$ cat config.mk
export PLATFORM = sky130hd
export DESIGN_NAME = apb_master_bridge
export DESIGN_NICKNAME = d
export VERILOG_FILES = /design/src/rtl/apb_pkg.sv /design/src/rtl/apb_wait_timer.sv /design/src/rtl/apb_master_bridge.sv
export SDC_FILE = /design/constraint.sdc
export NUM_CORES = 1
export LEC_CHECK = 0
export ABC_AREA = 0
export ABC_CLOCK_PERIOD_IN_PS = 1700
export CAP_MARGIN = 20
export CORE_MARGIN = 2
export CORE_UTILIZATION = 40
export CTS_CLUSTER_DIAMETER = 150
export CTS_CLUSTER_SIZE = 25
export DETAILED_ROUTE_END_ITERATION = 16
export GPL_ROUTABILITY_DRIVEN = 0
export PLACE_DENSITY = 0.76
export SYNTH_ARGS = -nofsm -noshare
export SYNTH_HDL_FRONTEND = slang
export SYNTH_SLANG_ARGS = --single-unit
$ cat constraint.sdc
create_clock -name PCLK -period 1.7 [get_ports PCLK]
set_clock_uncertainty 0.15 [all_clocks]
set_input_delay 0.17 -clock PCLK [delete_from_list [all_inputs] [get_ports PCLK]]
set_output_delay 0.17 -clock PCLK [all_outputs]
set_load 0.1 [all_outputs]
$ cat src/rtl/apb_pkg.sv
// apb_pkg: shared APB bridge state encoding and default bus widths.
package apb_pkg;
    localparam int APB_ADDR_W = 8;
    localparam int APB_DATA_W = 8;
    typedef enum logic [1:0] {
        ST_IDLE   = 2'b00,
        ST_SETUP  = 2'b01,
        ST_ACCESS = 2'b10
    } apb_state_t;
endpackage

$ cat src/rtl/apb_wait_timer.sv
// apb_wait_timer: counts PREADY-low ACCESS cycles and flags the TIMEOUT_CYC-th one.
module apb_wait_timer #(
    parameter int TIMEOUT_CYC = 16
) (
    input  logic i_clk,
    input  logic i_rst_n,
    input  logic i_clr,
    input  logic i_inc,
    output logic o_expired
);
    localparam int CW = $clog2(TIMEOUT_CYC + 1);
    logic [CW-1:0] r_cnt;
    always_ff @(posedge i_clk) begin
        if (!i_rst_n || i_clr) r_cnt <= '0;
        else if (i_inc) r_cnt <= r_cnt + 1'b1;
    end
    // fires during the wait cycle itself, before the count would reach TIMEOUT_CYC
    assign o_expired = i_inc && (r_cnt == CW'(TIMEOUT_CYC - 1));
endmodule

$ cat src/rtl/apb_master_bridge.sv
// apb_master_bridge: valid/ready command to APB requester, one transfer in flight.
// Define APB_MASTER_TIMEOUT_EN to abort ACCESS after TIMEOUT_CYC PREADY-low cycles.
module apb_master_bridge
    import apb_pkg::*;
#(
    parameter int ADDR_W = APB_ADDR_W,
    parameter int DATA_W = APB_DATA_W
`ifdef APB_MASTER_TIMEOUT_EN
    ,
    parameter int TIMEOUT_CYC = 16
`endif
) (
    input  logic              PCLK,
    input  logic              PRESETn,
    input  logic              cmd_valid,
    output logic              cmd_ready,
    input  logic              cmd_write,
    input  logic [ADDR_W-1:0] cmd_addr,
    input  logic [DATA_W-1:0] cmd_wdata,
    output logic              rsp_valid,
    output logic [DATA_W-1:0] rsp_rdata,
    output logic              rsp_err,
    output logic              busy,
    output logic              PSEL,
    output logic              PENABLE,
    output logic              PWRITE,
    output logic [ADDR_W-1:0] PADDR,
    output logic [DATA_W-1:0] PWDATA,
    input  logic [DATA_W-1:0] PRDATA,
    input  logic              PREADY,
    input  logic              PSLVERR
);
    apb_state_t        r_state, w_state_n;
    logic              r_psel, r_penable, r_pwrite, r_rsp_valid, r_rsp_err, r_busy, r_cmd_ready;
    logic [ADDR_W-1:0] r_paddr;
    logic [DATA_W-1:0] r_pwdata, r_rsp_rdata;
    logic              w_psel_n, w_penable_n, w_pwrite_n, w_rsp_valid_n, w_rsp_err_n;
    logic [ADDR_W-1:0] w_paddr_n;
    logic [DATA_W-1:0] w_pwdata_n, w_rsp_rdata_n;
    logic              w_expired;

`ifdef APB_MASTER_TIMEOUT_EN
    apb_wait_timer #(.TIMEOUT_CYC(TIMEOUT_CYC)) u_wait_timer (
        .i_clk    (PCLK),
        .i_rst_n  (PRESETn),
        .i_clr    (r_state == ST_SETUP),
        .i_inc    (r_state == ST_ACCESS && !PREADY),
        .o_expired(w_expired)
    );
`else
    assign w_expired = 1'b0;
`endif

    always_comb begin
        w_state_n     = r_state;
        w_psel_n      = r_psel;
        w_penable_n   = r_penable;
        w_pwrite_n    = r_pwrite;
        w_paddr_n     = r_paddr;
        w_pwdata_n    = r_pwdata;
        w_rsp_valid_n = 1'b0;
        w_rsp_rdata_n = r_rsp_rdata;
        w_rsp_err_n   = r_rsp_err;
        case (r_state)
            ST_IDLE: if (cmd_valid) begin
                w_state_n  = ST_SETUP;
                w_psel_n   = 1'b1;
                w_pwrite_n = cmd_write;
                w_paddr_n  = cmd_addr;
                w_pwdata_n = cmd_wdata;
            end
            ST_SETUP: begin
                w_state_n   = ST_ACCESS;
                w_penable_n = 1'b1;
            end
            // PREADY takes priority over a timeout landing in the same cycle
            ST_ACCESS: if (PREADY || w_expired) begin
                w_state_n     = ST_IDLE;
                w_psel_n      = 1'b0;
                w_penable_n   = 1'b0;
                w_rsp_valid_n = 1'b1;
                w_rsp_rdata_n = (PREADY && !r_pwrite) ? PRDATA : '0;
                w_rsp_err_n   = PREADY ? PSLVERR : 1'b1;
            end
            default: begin
                w_state_n   = ST_IDLE;
                w_psel_n    = 1'b0;
                w_penable_n = 1'b0;
            end
        endcase
    end

    always_ff @(posedge PCLK) begin
        if (!PRESETn) begin
            r_state     <= ST_IDLE;
            r_psel      <= 1'b0;
            r_penable   <= 1'b0;
            r_pwrite    <= 1'b0;
            r_paddr     <= '0;
            r_pwdata    <= '0;
            r_rsp_valid <= 1'b0;
            r_rsp_rdata <= '0;
            r_rsp_err   <= 1'b0;
            r_busy      <= 1'b0;
            r_cmd_ready <= 1'b1;
        end else begin
            r_state     <= w_state_n;
            r_psel      <= w_psel_n;
            r_penable   <= w_penable_n;
            r_pwrite    <= w_pwrite_n;
            r_paddr     <= w_paddr_n;
            r_pwdata    <= w_pwdata_n;
            r_rsp_valid <= w_rsp_valid_n;
            r_rsp_rdata <= w_rsp_rdata_n;
            r_rsp_err   <= w_rsp_err_n;
            r_busy      <= w_state_n != ST_IDLE;
            r_cmd_ready <= w_state_n == ST_IDLE;
        end
    end

    assign cmd_ready = r_cmd_ready;
    assign busy      = r_busy;
    assign PSEL      = r_psel;
    assign PENABLE   = r_penable;
    assign PWRITE    = r_pwrite;
    assign PADDR     = r_paddr;
    assign PWDATA    = r_pwdata;
    assign rsp_valid = r_rsp_valid;
    assign rsp_rdata = r_rsp_rdata;
    assign rsp_err   = r_rsp_err;
endmodule

==> run_1/clock_nets.png <==
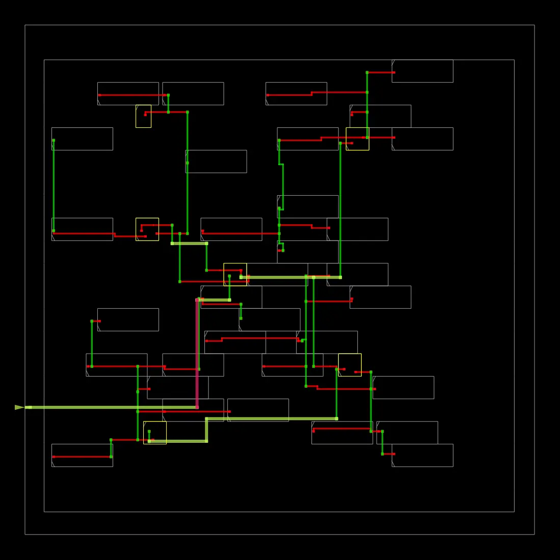
clk sinks: 33
Clk. pwr: 393 uW
Num CTS Buffers: 5

==> run_1/sizing.png <==
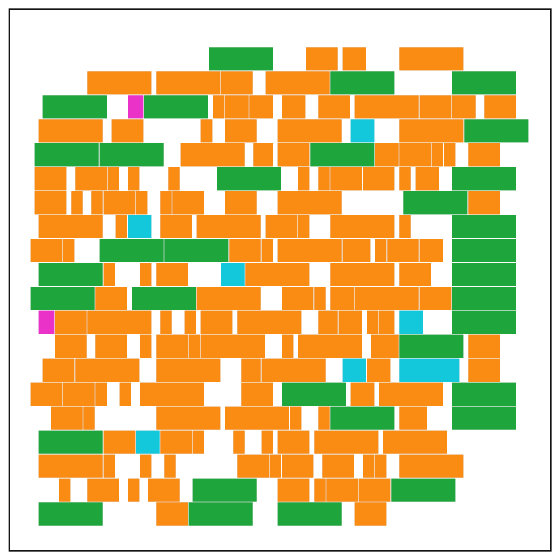
x2 -> magenta  # cells 2, share 1.0%
x3 and x4 -> cyan  # cells 7, share 3.6%
x6 and larger -> green  # cells 33, share 17%
x1 and smaller -> orange  # cells 152, share 78%
worst setup margin: 0.281 ns
P&R area growth vs syn: 75.3%

==> run_1/m2.png <==
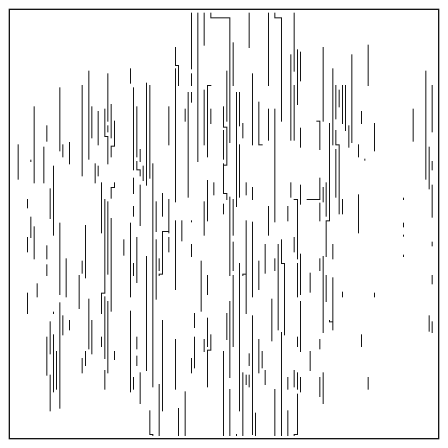
main direction = vertical
share of all routed wire = 46%
nets with wire on the layer = 183
DR vias: 1093
routed wire length: 3.06 mm

==> results_dict.tcl, run 1 <==
# place-and-route summary
set metrics [dict create \
    status "complete, no violations" \
    r2r-end "PADDR[0]" \
    io_buffers 60 \
    ys_async_sr_fraction_pct 0 \
    cp.depth 1 \
    power_leakage_nw 0.916 \
    hold_start "PRESETn" \
    rows 20 \
    drt_iter0_drc 22 \
    yosys.cell_count.top_type "nand2_1" \
    final_util_pct 74.8 \
    fin_cells 238 \
    critPathBufInv 1 \
    antenna_found_initial 0 \
    cpMaxStageDelayCell "dfxtp_1" \
    ys_cells 135 \
    relSlewSlack_pct 73.7 \
    first_global_vias 1104 \
    insertedDiodeCount 0 \
    final_area_um2 2300 \
    warning_count 26 \
    place_area_um2 2260 \
    dpl.hpwl_mm 2.19 \
    synthCells 135 \
    r2r_cells 3 \
    nonClkBufAreaFrac_pct 41.4 \
    num-multi-input-gates 92 \
    grt_util_met3_pct 9.03 \
    grt_pass1_wl_mm 4.99 \
    slew_viol_final 0 \
    drc 0 \
    clock_latency_ns 0.33 \
    worstHoldPathCells 3 \
    met1_usage_pct 21.7 \
    ys_sh_aoi_pct 3.43 \
    powerComb_uw 682 \
    setup-tns-final_ns 0 \
    drive_above_1_share_pct 21.6 \
    synth_flop_count 33 \
    io_pins 61 \
    cts.path.max_buffers 2 \
    dieArea_um2 3760 \
    top_logic_kind "simple AND/OR/NAND/NOR gates" \
    ant_nets 0 \
    switching_share_pct 36.3 \
    clkTransAtPathRegs_ns 0.09 \
    final-comb-area_um2 592 \
    seq_area_um2 661 \
    grt_usage_pct 18.4 \
    rrSetupSlack_ns 0.43 \
    synth_top_flop_cell "dfxtp_1" \
    end_kind "primary output" \
    max_freq_ghz 0.705 \
    top_layer_used "met4" \
    yosys.stat.seqShare_pct 50.3 \
    synthAdderAreaFrac_pct 0 \
    syn_area_per_cell_um2 9.73 \
    overflow 0 \
    seq_share_pct 28.7 \
    tap_cells 44 \
    cts.repair.resized 0 \
    flops 33 \
    yosys-stat-area_um2 1310 \
    fill_cells 235 \
]
==> run_1/gates.png <==
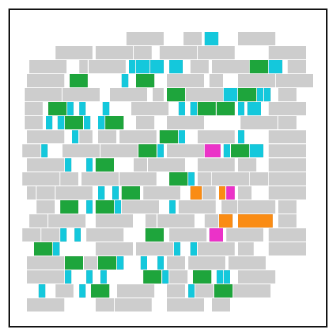

==> run 2: changes to the inputs <==
--- a/config.mk
+++ b/config.mk
@@ -6,7 +6,7 @@
 export NUM_CORES = 1
 export LEC_CHECK = 0
 export ABC_AREA = 0
-export ABC_CLOCK_PERIOD_IN_PS = 1700
+export ABC_CLOCK_PERIOD_IN_PS = 1400
 export CAP_MARGIN = 20
 export CORE_MARGIN = 2
 export CORE_UTILIZATION = 40
==> constraint.sdc (replaced) <==
create_clock -name PCLK -period 1.4 [get_ports PCLK]
set_clock_uncertainty 0.15 [all_clocks]
set_input_delay 0.14 -clock PCLK [delete_from_list [all_inputs] [get_ports PCLK]]
set_output_delay 0.14 -clock PCLK [all_outputs]
set_load 0.1 [all_outputs]
==> run_2/gates.png <==
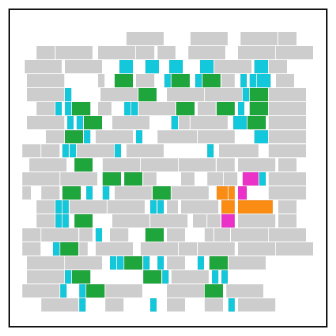
mux cells -> green  # cells 26
nand cells -> cyan  # cells 53
aoi and oai cells -> magenta  # cells 3
nor cells -> orange  # cells 4
logic share of the area: 25.3%
Finished Layout Cells: 241
Commonest Layout Cell: nand2_1

==> run 2 against run 1 <==
  * Worst setup slack got worse by 0.15 ns
  * Sequential power rose by about 20%
  * Via count rose by 0.82%
  * Register-to-register slack got worse by 0.30 ns
  * Count of clock-buffer cells in the layout rose by 1
  * Non-clock buffer count rose by 1
==> results_dict.tcl, run 2 <==
# place-and-route summary
set metrics [dict create \
    ys_cells 135 \
    synthCells 135 \
    final_util_pct 75.9 \
    place_area_um2 2280 \
    slew_viol_final 0 \
    tap_cells 44 \
    status "complete, no violations" \
    nonClkBufAreaFrac_pct 41.7 \
    powerComb_uw 832 \
    cts.path.max_buffers 2 \
    synth_top_flop_cell "dfxtp_1" \
    ant_nets 0 \
    synth_flop_count 33 \
    hold_start "PRESETn" \
    flops 33 \
    antenna_found_initial 0 \
    grt_pass1_wl_mm 4.86 \
    wirelength_mm 2.98 \
    dieArea_um2 3760 \
    insertedDiodeCount 0 \
    worst_slack_ns 0.132 \
    pg_clk_uw 492 \
    vias_per_cell 4.57 \
    worstHoldPathCells 3 \
    final_area_um2 2330 \
    fill_cells 211 \
    rrSetupSlack_ns 0.13 \
    rows 20 \
    areaGrowthSynthToFinish_pct 77.7 \
    io_pins 61 \
    cts.repair.resized 0 \
    cpMaxStageDelayCell "dfxtp_1" \
    r2r_cells 3 \
    met1_usage_pct 20.2 \
    r2r-end "PWDATA[0]" \
    ys_async_sr_fraction_pct 0 \
    route.vias.total 1102 \
    setup-tns-final_ns 0 \
    end_kind "register" \
    yosys.stat.seqShare_pct 50.3 \
    first_global_vias 1103 \
    critPathBufInv 1 \
    yosys.cell_count.top_type "nand2_1" \
    switching_share_pct 35.9 \
    grt_usage_pct 17.9 \
    final-comb-area_um2 592 \
    io_buffers 60 \
    overflow 0 \
    max_freq_ghz 0.789 \
    seq_area_um2 663 \
    ys_sh_aoi_pct 3.43 \
    seq_share_pct 28.4 \
    clock_latency_ns 0.33 \
    yosys-stat-area_um2 1310 \
    clkTransAtPathRegs_ns 0.09 \
    top_logic_kind "simple AND/OR/NAND/NOR gates" \
    relSlewSlack_pct 76.5 \
    drc 0 \
    cts_sinks 33 \
]
Power is estimated from default activity; no workload was simulated.
